===== src/rtl/im_access_arbiter_if.sv =====
// Fetch, loader and IM RAM signals shared by the instruction-memory access arbiter.
// The arbiter takes the slave modport; the environment (F stage, loader, RAM) takes master.
interface im_access_arbiter_if #(parameter int AW = 12);
    logic          f_req;
    logic [31:0]   f_pc;
    logic          f_gnt;
    logic          f_stall;
    logic          f_valid;
    logic [31:0]   f_instr;
    logic          f_fault;
    logic          ld_req;
    logic          ld_we;
    logic [31:0]   ld_addr;
    logic [31:0]   ld_wdata;
    logic          ld_gnt;
    logic          ld_rvalid;
    logic [31:0]   ld_rdata;
    logic          ld_fault;
    logic          mem_en;
    logic          mem_we;
    logic [AW-1:0] mem_addr;
    logic [31:0]   mem_wdata;
    logic [31:0]   mem_rdata;

    modport slave (
        input  f_req, f_pc, ld_req, ld_we, ld_addr, ld_wdata, mem_rdata,
        output f_gnt, f_stall, f_valid, f_instr, f_fault,
               ld_gnt, ld_rvalid, ld_rdata, ld_fault,
               mem_en, mem_we, mem_addr, mem_wdata
    );

    modport master (
        output f_req, f_pc, ld_req, ld_we, ld_addr, ld_wdata, mem_rdata,
        input  f_gnt, f_stall, f_valid, f_instr, f_fault,
               ld_gnt, ld_rvalid, ld_rdata, ld_fault,
               mem_en, mem_we, mem_addr, mem_wdata
    );
endinterface


===== src/rtl/im_access_arbiter.sv =====
// Shares one single-port IM RAM between the F-stage fetch port and the loader/debug port.
// One grant per cycle, byte->word translation, range/alignment faults, data one cycle after grant.
module im_access_arbiter #(
    parameter logic [31:0] BASE_ADDR  = 32'h0000_3000,
    parameter int          DEPTH_LOG2 = 12,
    parameter int          MAX_LD_RUN = 4
) (
    input  logic                 clk_i,
    input  logic                 reset_i,
    im_access_arbiter_if.slave   bus
);
    localparam logic [31:0] SPAN = 32'd4 << DEPTH_LOG2;
    localparam int          RW   = $clog2(MAX_LD_RUN + 1);

    typedef enum logic [1:0] {OWN_NONE, OWN_FETCH, OWN_LDRD, OWN_LDWR} owner_e;

    owner_e        owner_q, owner_d;
    logic [RW-1:0] ld_run_q;
    logic          f_valid_q, f_fault_q, ld_rvalid_q, ld_fault_q;

    logic [31:0] f_off, ld_off, sel_off;
    logic        f_ok, ld_ok, sel_ok;
    logic        ld_win, f_win, fault_d;

    always_comb begin
        f_off  = bus.f_pc - BASE_ADDR;
        ld_off = bus.ld_addr - BASE_ADDR;
        f_ok   = (f_off < SPAN) && (f_off[1:0] == 2'b00);
        ld_ok  = (ld_off < SPAN) && (ld_off[1:0] == 2'b00);
        // Loader yields once it has taken MAX_LD_RUN grants in a row over a waiting fetch
        ld_win = bus.ld_req && (!bus.f_req || (ld_run_q < RW'(MAX_LD_RUN)));
        f_win  = bus.f_req && !ld_win;
        sel_off = ld_win ? ld_off : f_off;
        sel_ok  = ld_win ? ld_ok  : f_ok;
        fault_d = (ld_win || f_win) && !sel_ok;

        owner_d = OWN_NONE;
        if (ld_win)     owner_d = bus.ld_we ? OWN_LDWR : OWN_LDRD;
        else if (f_win) owner_d = OWN_FETCH;
    end

    assign bus.f_gnt     = f_win;
    assign bus.ld_gnt    = ld_win;
    assign bus.f_stall   = bus.f_req && !f_win;
    assign bus.mem_en    = (ld_win || f_win) && sel_ok;
    assign bus.mem_we    = bus.mem_en && ld_win && bus.ld_we;
    assign bus.mem_addr  = sel_off[DEPTH_LOG2+1:2];
    assign bus.mem_wdata = ld_win ? bus.ld_wdata : 32'h0;

    always_ff @(posedge clk_i or negedge reset_i) begin
        if (!reset_i) begin
            owner_q     <= OWN_NONE;
            ld_run_q    <= '0;
            f_valid_q   <= 1'b0;
            f_fault_q   <= 1'b0;
            ld_rvalid_q <= 1'b0;
            ld_fault_q  <= 1'b0;
        end else begin
            owner_q     <= owner_d;
            f_valid_q   <= (owner_d == OWN_FETCH);
            f_fault_q   <= (owner_d == OWN_FETCH) && fault_d;
            ld_rvalid_q <= (owner_d == OWN_LDRD);
            ld_fault_q  <= ((owner_d == OWN_LDRD) || (owner_d == OWN_LDWR)) && fault_d;
            // Any cycle that is not a loader grant over a pending fetch ends the run
            if (ld_win && bus.f_req) begin
                if (ld_run_q != RW'(MAX_LD_RUN)) ld_run_q <= ld_run_q + 1'b1;
            end else begin
                ld_run_q <= '0;
            end
        end
    end

    assign bus.f_valid   = f_valid_q;
    assign bus.f_fault   = f_fault_q;
    assign bus.ld_rvalid = ld_rvalid_q;
    assign bus.ld_fault  = ld_fault_q;
    assign bus.f_instr   = (owner_q == OWN_FETCH && !f_fault_q) ? bus.mem_rdata : 32'h0;
    assign bus.ld_rdata  = (owner_q == OWN_LDRD && !ld_fault_q) ? bus.mem_rdata : 32'h0;
endmodule


===== src/flat_wrapper.sv =====
// flat-port wrapper written by rule: the top's interface ports become plain ports
module im_access_arbiter_flat 
#(
    parameter logic [31:0] BASE_ADDR  = 32'h0000_3000,
    parameter int          DEPTH_LOG2 = 12,
    parameter int          MAX_LD_RUN = 4
)
  (clk_i, reset_i, bus_f_req, bus_f_pc, bus_ld_req, bus_ld_we, bus_ld_addr, bus_ld_wdata, bus_mem_rdata, bus_f_gnt, bus_f_stall, bus_f_valid, bus_f_instr, bus_f_fault, bus_ld_gnt, bus_ld_rvalid, bus_ld_rdata, bus_ld_fault, bus_mem_en, bus_mem_we, bus_mem_addr, bus_mem_wdata);
  im_access_arbiter_if #(.AW(12)) bus_i ();
  input  logic clk_i;
  input  logic reset_i;
  input wire logic [$bits(bus_i.f_req)-1:0] bus_f_req;
  input wire logic [$bits(bus_i.f_pc)-1:0] bus_f_pc;
  input wire logic [$bits(bus_i.ld_req)-1:0] bus_ld_req;
  input wire logic [$bits(bus_i.ld_we)-1:0] bus_ld_we;
  input wire logic [$bits(bus_i.ld_addr)-1:0] bus_ld_addr;
  input wire logic [$bits(bus_i.ld_wdata)-1:0] bus_ld_wdata;
  input wire logic [$bits(bus_i.mem_rdata)-1:0] bus_mem_rdata;
  output wire logic [$bits(bus_i.f_gnt)-1:0] bus_f_gnt;
  output wire logic [$bits(bus_i.f_stall)-1:0] bus_f_stall;
  output wire logic [$bits(bus_i.f_valid)-1:0] bus_f_valid;
  output wire logic [$bits(bus_i.f_instr)-1:0] bus_f_instr;
  output wire logic [$bits(bus_i.f_fault)-1:0] bus_f_fault;
  output wire logic [$bits(bus_i.ld_gnt)-1:0] bus_ld_gnt;
  output wire logic [$bits(bus_i.ld_rvalid)-1:0] bus_ld_rvalid;
  output wire logic [$bits(bus_i.ld_rdata)-1:0] bus_ld_rdata;
  output wire logic [$bits(bus_i.ld_fault)-1:0] bus_ld_fault;
  output wire logic [$bits(bus_i.mem_en)-1:0] bus_mem_en;
  output wire logic [$bits(bus_i.mem_we)-1:0] bus_mem_we;
  output wire logic [$bits(bus_i.mem_addr)-1:0] bus_mem_addr;
  output wire logic [$bits(bus_i.mem_wdata)-1:0] bus_mem_wdata;
  assign bus_i.f_req = bus_f_req;
  assign bus_i.f_pc = bus_f_pc;
  assign bus_i.ld_req = bus_ld_req;
  assign bus_i.ld_we = bus_ld_we;
  assign bus_i.ld_addr = bus_ld_addr;
  assign bus_i.ld_wdata = bus_ld_wdata;
  assign bus_i.mem_rdata = bus_mem_rdata;
  assign bus_f_gnt = bus_i.f_gnt;
  assign bus_f_stall = bus_i.f_stall;
  assign bus_f_valid = bus_i.f_valid;
  assign bus_f_instr = bus_i.f_instr;
  assign bus_f_fault = bus_i.f_fault;
  assign bus_ld_gnt = bus_i.ld_gnt;
  assign bus_ld_rvalid = bus_i.ld_rvalid;
  assign bus_ld_rdata = bus_i.ld_rdata;
  assign bus_ld_fault = bus_i.ld_fault;
  assign bus_mem_en = bus_i.mem_en;
  assign bus_mem_we = bus_i.mem_we;
  assign bus_mem_addr = bus_i.mem_addr;
  assign bus_mem_wdata = bus_i.mem_wdata;
  im_access_arbiter #(.BASE_ADDR(BASE_ADDR), .DEPTH_LOG2(DEPTH_LOG2), .MAX_LD_RUN(MAX_LD_RUN)) u_core (.clk_i(clk_i), .reset_i(reset_i), .bus(bus_i));
endmodule

===== config.mk =====
export PLATFORM = sky130hd
export DESIGN_NAME = im_access_arbiter_flat
export DESIGN_NICKNAME = d
export VERILOG_FILES = /design/src/rtl/im_access_arbiter_if.sv /design/src/rtl/im_access_arbiter.sv /design/src/flat_wrapper.sv
export SDC_FILE = /design/constraint.sdc
export NUM_CORES = 1
export LEC_CHECK = 0
export CAP_MARGIN = 20
export CORE_AREA = 2 2 98 100
export CTS_CLUSTER_SIZE = 16
export DETAILED_ROUTE_END_ITERATION = 10
export DIE_AREA = 0 0 100 102
export PLACE_DENSITY_LB_ADDON = 0.05
export SYNTH_ARGS = -nofsm -noshare
export SYNTH_HDL_FRONTEND = slang
export SYNTH_SLANG_ARGS = --single-unit

===== constraint.sdc =====
create_clock -name clk_i -period 3.3 [get_ports clk_i]
set_input_delay 0.99 -clock clk_i [delete_from_list [all_inputs] [get_ports clk_i]]
set_output_delay 0.99 -clock clk_i [all_outputs]
set_load 0.02 [all_outputs]

==> Table 3: Implementation characteristics <==
Physical design parameters

Parameter                              Value

Status
  Result of the run    finished with violations
  Violated checks    negative setup slack

Global routing
  Initial antenna violation count    0
  GRT met2 Usage    30.93%
  Total grt overflow    0

Critical path
  WP depth    7
  Delay of the slowest cell on the worst path    0.47 ns
  Critical path capture point    bus_mem_en
  Data required time at the worst endpoint    2.31 ns
  Flop2flop setup slack    1.62 ns

Placed design
  Post-place instance area    0.004398 mm^2

Clock tree
  Count of hold buffers inserted by post-cts repair    0
  Clock-pin slew on the worst setup and hold paths    0.04 ns

Die
  Die outline width    100 um
  Number of tap cells added at floorplan    111

Yosys
  Top cell type's share of synthesized area    39.97%
  Number of nets produced by synthesis    371
  Synth Instances    234

STA
  Slew Limit Headroom    72.74%
  Setup violations, final    2
  Count of final hold-check violations    0
  Smallest setup slack after layout    -0.3444 ns

Power and ir drop
  Total design power    0.0007478 W

Routing
  Post-detailed-route DRC marker count    0
  DRT iter0 DRCs    44
placed cells by master (no fill, tap or decap), types with 5 or more instances in the layout:
cell	count
sky130_fd_sc_hd__clkdlybuf4s15_1	6
sky130_fd_sc_hd__or3_4	5
sky130_fd_sc_hd__clkbuf_2	27
sky130_fd_sc_hd__and2_1	99
sky130_fd_sc_hd__nor2_1	9
sky130_fd_sc_hd__nand2_1	35
sky130_fd_sc_hd__buf_2	21
sky130_fd_sc_hd__buf_6	6
sky130_fd_sc_hd__buf_4	36
sky130_fd_sc_hd__clkdlybuf4s50_1	166
sky130_fd_sc_hd__dlygate4sd2_1	14
sky130_fd_sc_hd__dfrtp_1	9
repair_timing:
action                                  4_1_cts  5_1_grt
gates resized                               211       68
pin swaps                                    23       17
endpoints found under the setup margin       49       27
buffers inserted                              4        4
gates cloned                                  1        0
where the power goes:
part | switching, W | internal, W | leakage [nW] | total, W
sequential | 0.00000298 | 0.000116 | 0.114 | 0.000119
clock | 0.0000408 | 0.0000839 | 0.0228 | 0.000125
combinational | 0.000219 | 0.000285 | 1.81 | 0.000504
logic make-up after synthesis:
| logic type | count (synthesis) | share of synthesized area (%) |
|---|---|---|
| compound gates | 18 | 8.874 |
| xor+xnor | 3 | 1.679 |
| fa+ha+maj | 4 | 3.198 |
| buf+inv | 17 | 4.077 |
| flops | 9 | 14.39 |
| mux | 2 | 1.279 |
| simple gates | 181 | 66.51 |
registers in the layout, summed over array words and instances (netlist names):
name                  count
u_core.bus.ld_rvalid      1
u_core.ld_run_q           3
u_core.bus.ld_fault       1
u_core.bus.f_fault        1
u_core.owner_q            2
u_core.bus.f_valid        1
==> images/registers.png <==
(3 px per um)
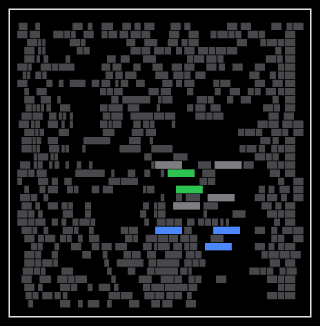
colour	netlist name	sequential cells
green	`u_core.owner_q`	2
blue	`u_core.ld_run_q`	3
not coloured	4

==> images/gate_families.png <==
(4 px per um)
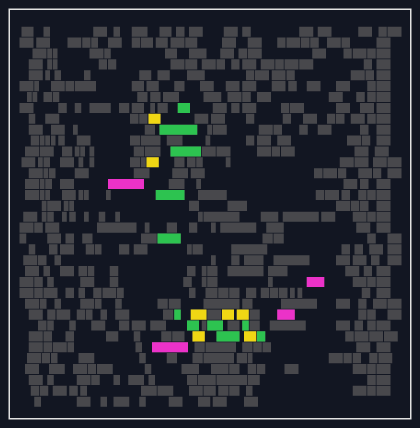
colour	family	cells
green	inverting AOI/OAI gates	11
yellow	AND-OR and OR-AND gates	7
magenta	adder and majority cells	4

==> images/metal_stack.png <==
(4 px per um)
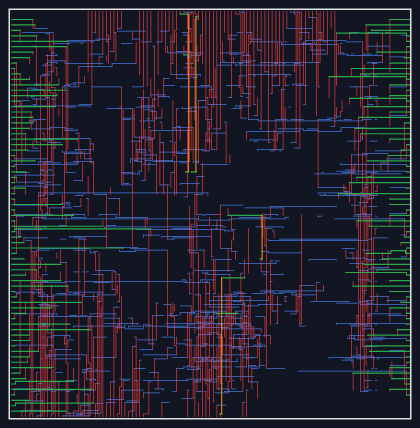
colour	layer	wire length
orange	met4	123 um
red	met2	4750 um
blue	met1	2780 um
green	met3	1030 um

==> images/final_clocks.png <==
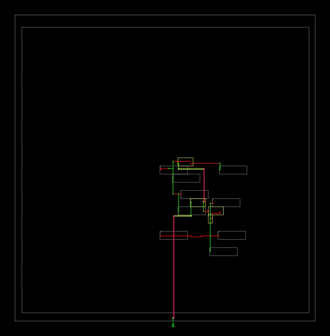
number of clock buffers inserted by TritonCTS: 3
Setup Skew: 0.001591 ns
number of sequential storage elements: 9
total of clock buffers placed in the layout: 4
power drawn by the clock network: 0.000125 W

==> images/port_nets.png <==
(4 px per um)
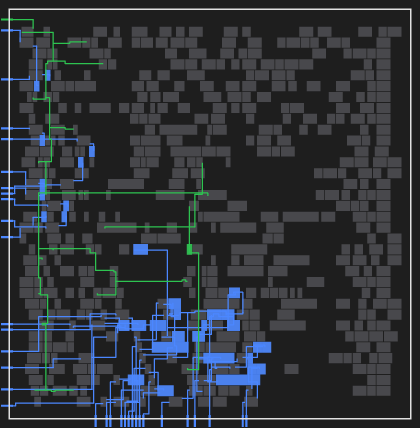
colour	port	bits	direction	end cells	buffers	wire
green	`bus_ld_gnt`	1	output	1	3	346 um
blue	`bus_f_pc`	32	input	34	39	870 um

No activity file was given, so power comes from the tool's default toggle rates.
